==> src/rtl/dmem_arbiter.sv <==
// Two-port round-robin arbiter in front of a single-port data memory.
// DMEM_ARB_FIXED_PRIO_EN: when defined, port A always wins ties.
module dmem_arbiter #(
  parameter int ADDR_W = 8,
  parameter int DATA_W = 16
) (
  input  logic              clock,
  input  logic              reset,
  input  logic              a_req,
  input  logic              a_we,
  input  logic [ADDR_W-1:0] a_address,
  input  logic [DATA_W-1:0] a_write_data,
  output logic              a_gnt,
  output logic              a_ack,
  output logic [DATA_W-1:0] a_read_data,
  input  logic              b_req,
  input  logic              b_we,
  input  logic [ADDR_W-1:0] b_address,
  input  logic [DATA_W-1:0] b_write_data,
  output logic              b_gnt,
  output logic              b_ack,
  output logic [DATA_W-1:0] b_read_data,
  output logic [ADDR_W-1:0] mem_address,
  output logic              mem_we,
  output logic [DATA_W-1:0] mem_write_data,
  input  logic [DATA_W-1:0] mem_read_data,
  output logic              busy
);

  typedef enum logic {
    IDLE   = 1'b0,
    ACCESS = 1'b1
  } state_t;

  state_t            state_q, state_d;
  logic              win_b_q, win_b_d;
  logic              pick_b;
  logic [ADDR_W-1:0] mem_address_q, mem_address_d;
  logic              mem_we_q, mem_we_d;
  logic [DATA_W-1:0] mem_write_data_q, mem_write_data_d;
  logic              a_gnt_q, a_gnt_d;
  logic              b_gnt_q, b_gnt_d;
  logic              a_ack_q, a_ack_d;
  logic              b_ack_q, b_ack_d;
  logic [DATA_W-1:0] a_read_data_q, a_read_data_d;
  logic [DATA_W-1:0] b_read_data_q, b_read_data_d;
`ifndef DMEM_ARB_FIXED_PRIO_EN
  logic              last_b_q, last_b_d;
`endif

`ifdef DMEM_ARB_FIXED_PRIO_EN
  assign pick_b = b_req && !a_req;
`else
  assign pick_b = b_req && (!a_req || !last_b_q);
`endif

  always_comb begin
    state_d          = state_q;
    win_b_d          = win_b_q;
    mem_address_d    = mem_address_q;
    mem_we_d         = 1'b0;
    mem_write_data_d = mem_write_data_q;
    a_gnt_d          = 1'b0;
    b_gnt_d          = 1'b0;
    a_ack_d          = 1'b0;
    b_ack_d          = 1'b0;
    a_read_data_d    = a_read_data_q;
    b_read_data_d    = b_read_data_q;
`ifndef DMEM_ARB_FIXED_PRIO_EN
    last_b_d         = last_b_q;
`endif
    unique case (state_q)
      IDLE: begin
        if (a_req || b_req) begin
          state_d          = ACCESS;
          win_b_d          = pick_b;
          mem_we_d         = pick_b ? b_we : a_we;
          mem_address_d    = pick_b ? b_address : a_address;
          mem_write_data_d = pick_b ? b_write_data : a_write_data;
          a_gnt_d          = !pick_b;
          b_gnt_d          = pick_b;
`ifndef DMEM_ARB_FIXED_PRIO_EN
          last_b_d         = pick_b;
`endif
        end
      end
      ACCESS: begin
        // memory has sampled at the preceding negedge; read data is valid now
        state_d = IDLE;
        a_ack_d = !win_b_q;
        b_ack_d = win_b_q;
        if (!mem_we_q && !win_b_q) a_read_data_d = mem_read_data;
        if (!mem_we_q && win_b_q)  b_read_data_d = mem_read_data;
      end
      default: state_d = IDLE;
    endcase
  end

  always_ff @(posedge clock or posedge reset) begin
    if (reset) begin
      state_q          <= IDLE;
      win_b_q          <= 1'b0;
      mem_address_q    <= '0;
      mem_we_q         <= 1'b0;
      mem_write_data_q <= '0;
      a_gnt_q          <= 1'b0;
      b_gnt_q          <= 1'b0;
      a_ack_q          <= 1'b0;
      b_ack_q          <= 1'b0;
      a_read_data_q    <= '0;
      b_read_data_q    <= '0;
`ifndef DMEM_ARB_FIXED_PRIO_EN
      last_b_q         <= 1'b1;
`endif
    end else begin
      state_q          <= state_d;
      win_b_q          <= win_b_d;
      mem_address_q    <= mem_address_d;
      mem_we_q         <= mem_we_d;
      mem_write_data_q <= mem_write_data_d;
      a_gnt_q          <= a_gnt_d;
      b_gnt_q          <= b_gnt_d;
      a_ack_q          <= a_ack_d;
      b_ack_q          <= b_ack_d;
      a_read_data_q    <= a_read_data_d;
      b_read_data_q    <= b_read_data_d;
`ifndef DMEM_ARB_FIXED_PRIO_EN
      last_b_q         <= last_b_d;
`endif
    end
  end

  assign a_gnt          = a_gnt_q;
  assign b_gnt          = b_gnt_q;
  assign a_ack          = a_ack_q;
  assign b_ack          = b_ack_q;
  assign a_read_data    = a_read_data_q;
  assign b_read_data    = b_read_data_q;
  assign mem_address    = mem_address_q;
  assign mem_we         = mem_we_q;
  assign mem_write_data = mem_write_data_q;
  assign busy           = (state_q == ACCESS);

endmodule

==> config.mk <==
export PLATFORM = sky130hd
export DESIGN_NAME = dmem_arbiter
export DESIGN_NICKNAME = d
export VERILOG_FILES = /design/src/rtl/dmem_arbiter.sv
export SDC_FILE = /design/constraint.sdc
export NUM_CORES = 1
export LEC_CHECK = 0
export CAP_MARGIN = 10
export CORE_UTILIZATION = 40
export CTS_CLUSTER_DIAMETER = 50
export DETAILED_ROUTE_END_ITERATION = 16
export GPL_TIMING_DRIVEN = 0
export PLACE_DENSITY = 0.9
export SLEW_MARGIN = 0
export SYNTH_ARGS = -nofsm -noshare
export SYNTH_HDL_FRONTEND = slang
export SYNTH_SLANG_ARGS = --single-unit
==> constraint.sdc <==
create_clock -name clock -period 2.96 [get_ports clock]
set_input_delay 0.74 -clock clock [delete_from_list [all_inputs] [get_ports clock]]
set_output_delay 0.74 -clock clock [all_outputs]
set_load 0.03 [all_outputs]
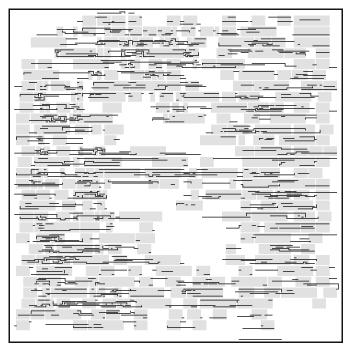
**Above:** signal wires on met1.
(4 px per um) Cells faint in the background.
main direction	horizontal
share of all routed wire	44%
nets with wire on the layer	352
wire length on this layer	2,840 um

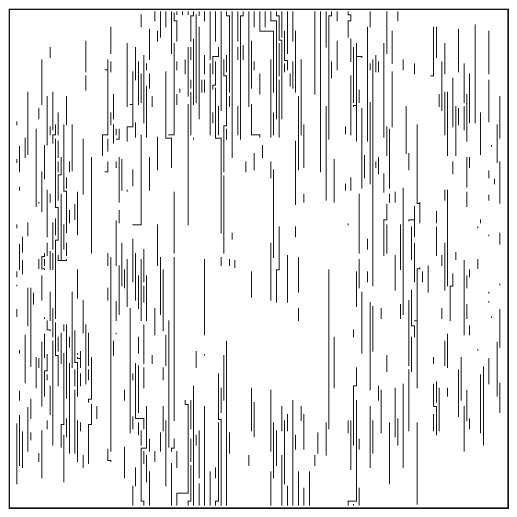
**Above:** signal wires on met2.
(6 px per um)
longest straight run	37.7 um
share of all routed wire	48%
nets with wire on the layer	375

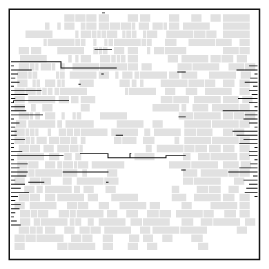
**Above:** metal 3.
(3 px per um) Cells faint in the background.
share of all routed wire	5.9%
longest straight run	19.3 um

==> out/metrics.cfg <==
[run_status]
outcome = completed

[place]
dpl-instance-area_mm2 = 0.00405
detailed_place_hpwl_mm = 4.77
port_buffers = 131
dp_slack_ps = 611
placedCellCount = 411
gp_congestion = 0.748

[routing]
wl_met3_um = 379
wl_met1_mm = 2.84
final_antenna_net_count = 0
drc_errors = 0
first_pass_iters = 6
top_layer = met4
wl_met2_mm = 3.10
viasPerCell = 4.96
drtIter0Drc = 67
drt_wl_total_mm = 6.43
dr_total_vias = 2116
wl_per_cell_um = 15.0

[cells_and_area]
lay_top_cells = clkdlybuf4s50_1 (131), dfrtp_1 (63), a21oi_1 (29)
sh_comb_area_pct = 22.2
final-seq-area_mm2 = 0.00160
final_util_pct = 66.8
clk_share_pct = 4.63
nClkBuffers = 9
final_nets = 415
seq_cells = 64
final-comb-area_um2 = 942
buf_share_pct = 32.9
num-nonclk-buffers = 142
lay_top_count = clkdlybuf4s50_1
final_cell_area_mm2 = 0.00424
antennaDiodeCount = 0
drive_gt1_share_pct = 18.0
sh_seq_area_pct = 37.8
fillers = 490
logic_gates = 126
syn2layout_area_growth_pct = 62.0
final_cell_count_no_fill = 427
num-nonclk-inverters = 2

[critical_path]
worstPathArrival_ps = 1570
path_delay_family = buffers and inverters
cp-start-kind = flip-flop
max_stage_delay_ps = 740
reg2reg_slack_ps = 1330
worstPathMaxFanout = 9
cpMaxStageDelayCell = clkdlybuf4s50_1
path_depth = 1
crit_path_end = busy
cp-end-kind = output pin
required_ps = 2220
worstReg2RegEnd = a_read_data[7]
crit_type = reg -> out
rr_startpoint = busy
critPathBufInv = 1
reg2reg_depth = 3
startpoint = busy
path_cells = clkdlybuf4s50_1

[logic_synthesis]
async_flop_share_pct = 100
netlist_area_mm2 = 0.00262
common_cells = dfrtp_1 (63), a21oi_1 (29), mux2_2 (22), nand2_1 (17), nor2_1 (14)
yosys.area.top_type = dfrtp_1
synth_seq_share_pct = 61.2
enable_flop_cells = 0
ys_sh_mux_pct = 15.2
adder_share_pct = 0
synth_nets = 272
synthTopLogicFamily = multiplexers
top_area_share_pct = 60.2
most_common_cell = dfrtp_1
area_leaders = dfrtp_1 (60%), mux2_2 (9.5%), mux2_4 (5.7%), a21oi_1 (5.5%), a221o_1 (3.8%)
ys_sh_xor_pct = 0
ys_cells = 202
synth-main-ff-cell = dfrtp_1
syn_avg_cell_area_um2 = 13.0
ys_ff = 64
synth_cell_types = 25
yosys_area_mm2 = 0.00262
simple_gate_share_pct = 9.70
ys_warn_count = 0

[floorplan]
tap_cells = 77
die_area_mm2 = 0.00687
rows = 29
ios = 132
initCoreUtil_pct = 41.2
core_area_mm2 = 0.00635
die_w_um = 82.9
die_h_um = 82.9

[clock_tree]
path_clk_slew_ps = 70
tritoncts = yes
clock_latency_ps = 330
clock-sinks = 64
h-tree-depth = 3
clk_path_buf_depth = 2
cts_buffers = 9
cts_resized = 0
cts_setup_buffers = 0
cts_hold_buf = 0
root_buffer = clkbuf_8

[timing]
slew_viol_final = 0
min_period_ps = 2310
worst_slew_pin_slew_ps = 562
setup_violations = 0
period_used_pct = 77.9
rsz0062_at_grt = no
holdWs_ps = 506
slew_headroom_pct = 62.4
setup_ws_ps = 654
fmax_mhz = 434

[grt]
grt_max_degree = 39
busiest_layer = met2
grt_pass1_vias = 2229
use_met1_pct = 24.7
grt_pass1_wl_mm = 10.8
grt_overflow = 0
antenna_found_initial = 0
use_met2_pct = 32.6
grt_use_met3_pct = 5.17

[worst_hold_path]
hold_path_end = b_read_data[7]
hp-class = reg -> reg
hold_path_depth = 1
hp-start = b_read_data[7]

[run]
cap_violations = 0
warnings = 26

[power]
power_mw = 3.84
p_clk_mw = 0.727
sequentialPowerShare_pct = 34.9
p_comb_mw = 1.77
power.density_mw_per_mm2 = 905
pwr-share-clk_pct = 18.9
ir_drop_v = 0.000560
combPwrFrac_pct = 46.2
switchingPower_mw = 1.43
powerSeq_mw = 1.34
p_leak_nw = 1.84
power_leader = combinational logic
p_int_mw = 2.41

Power and IR drop assume default switching activity.
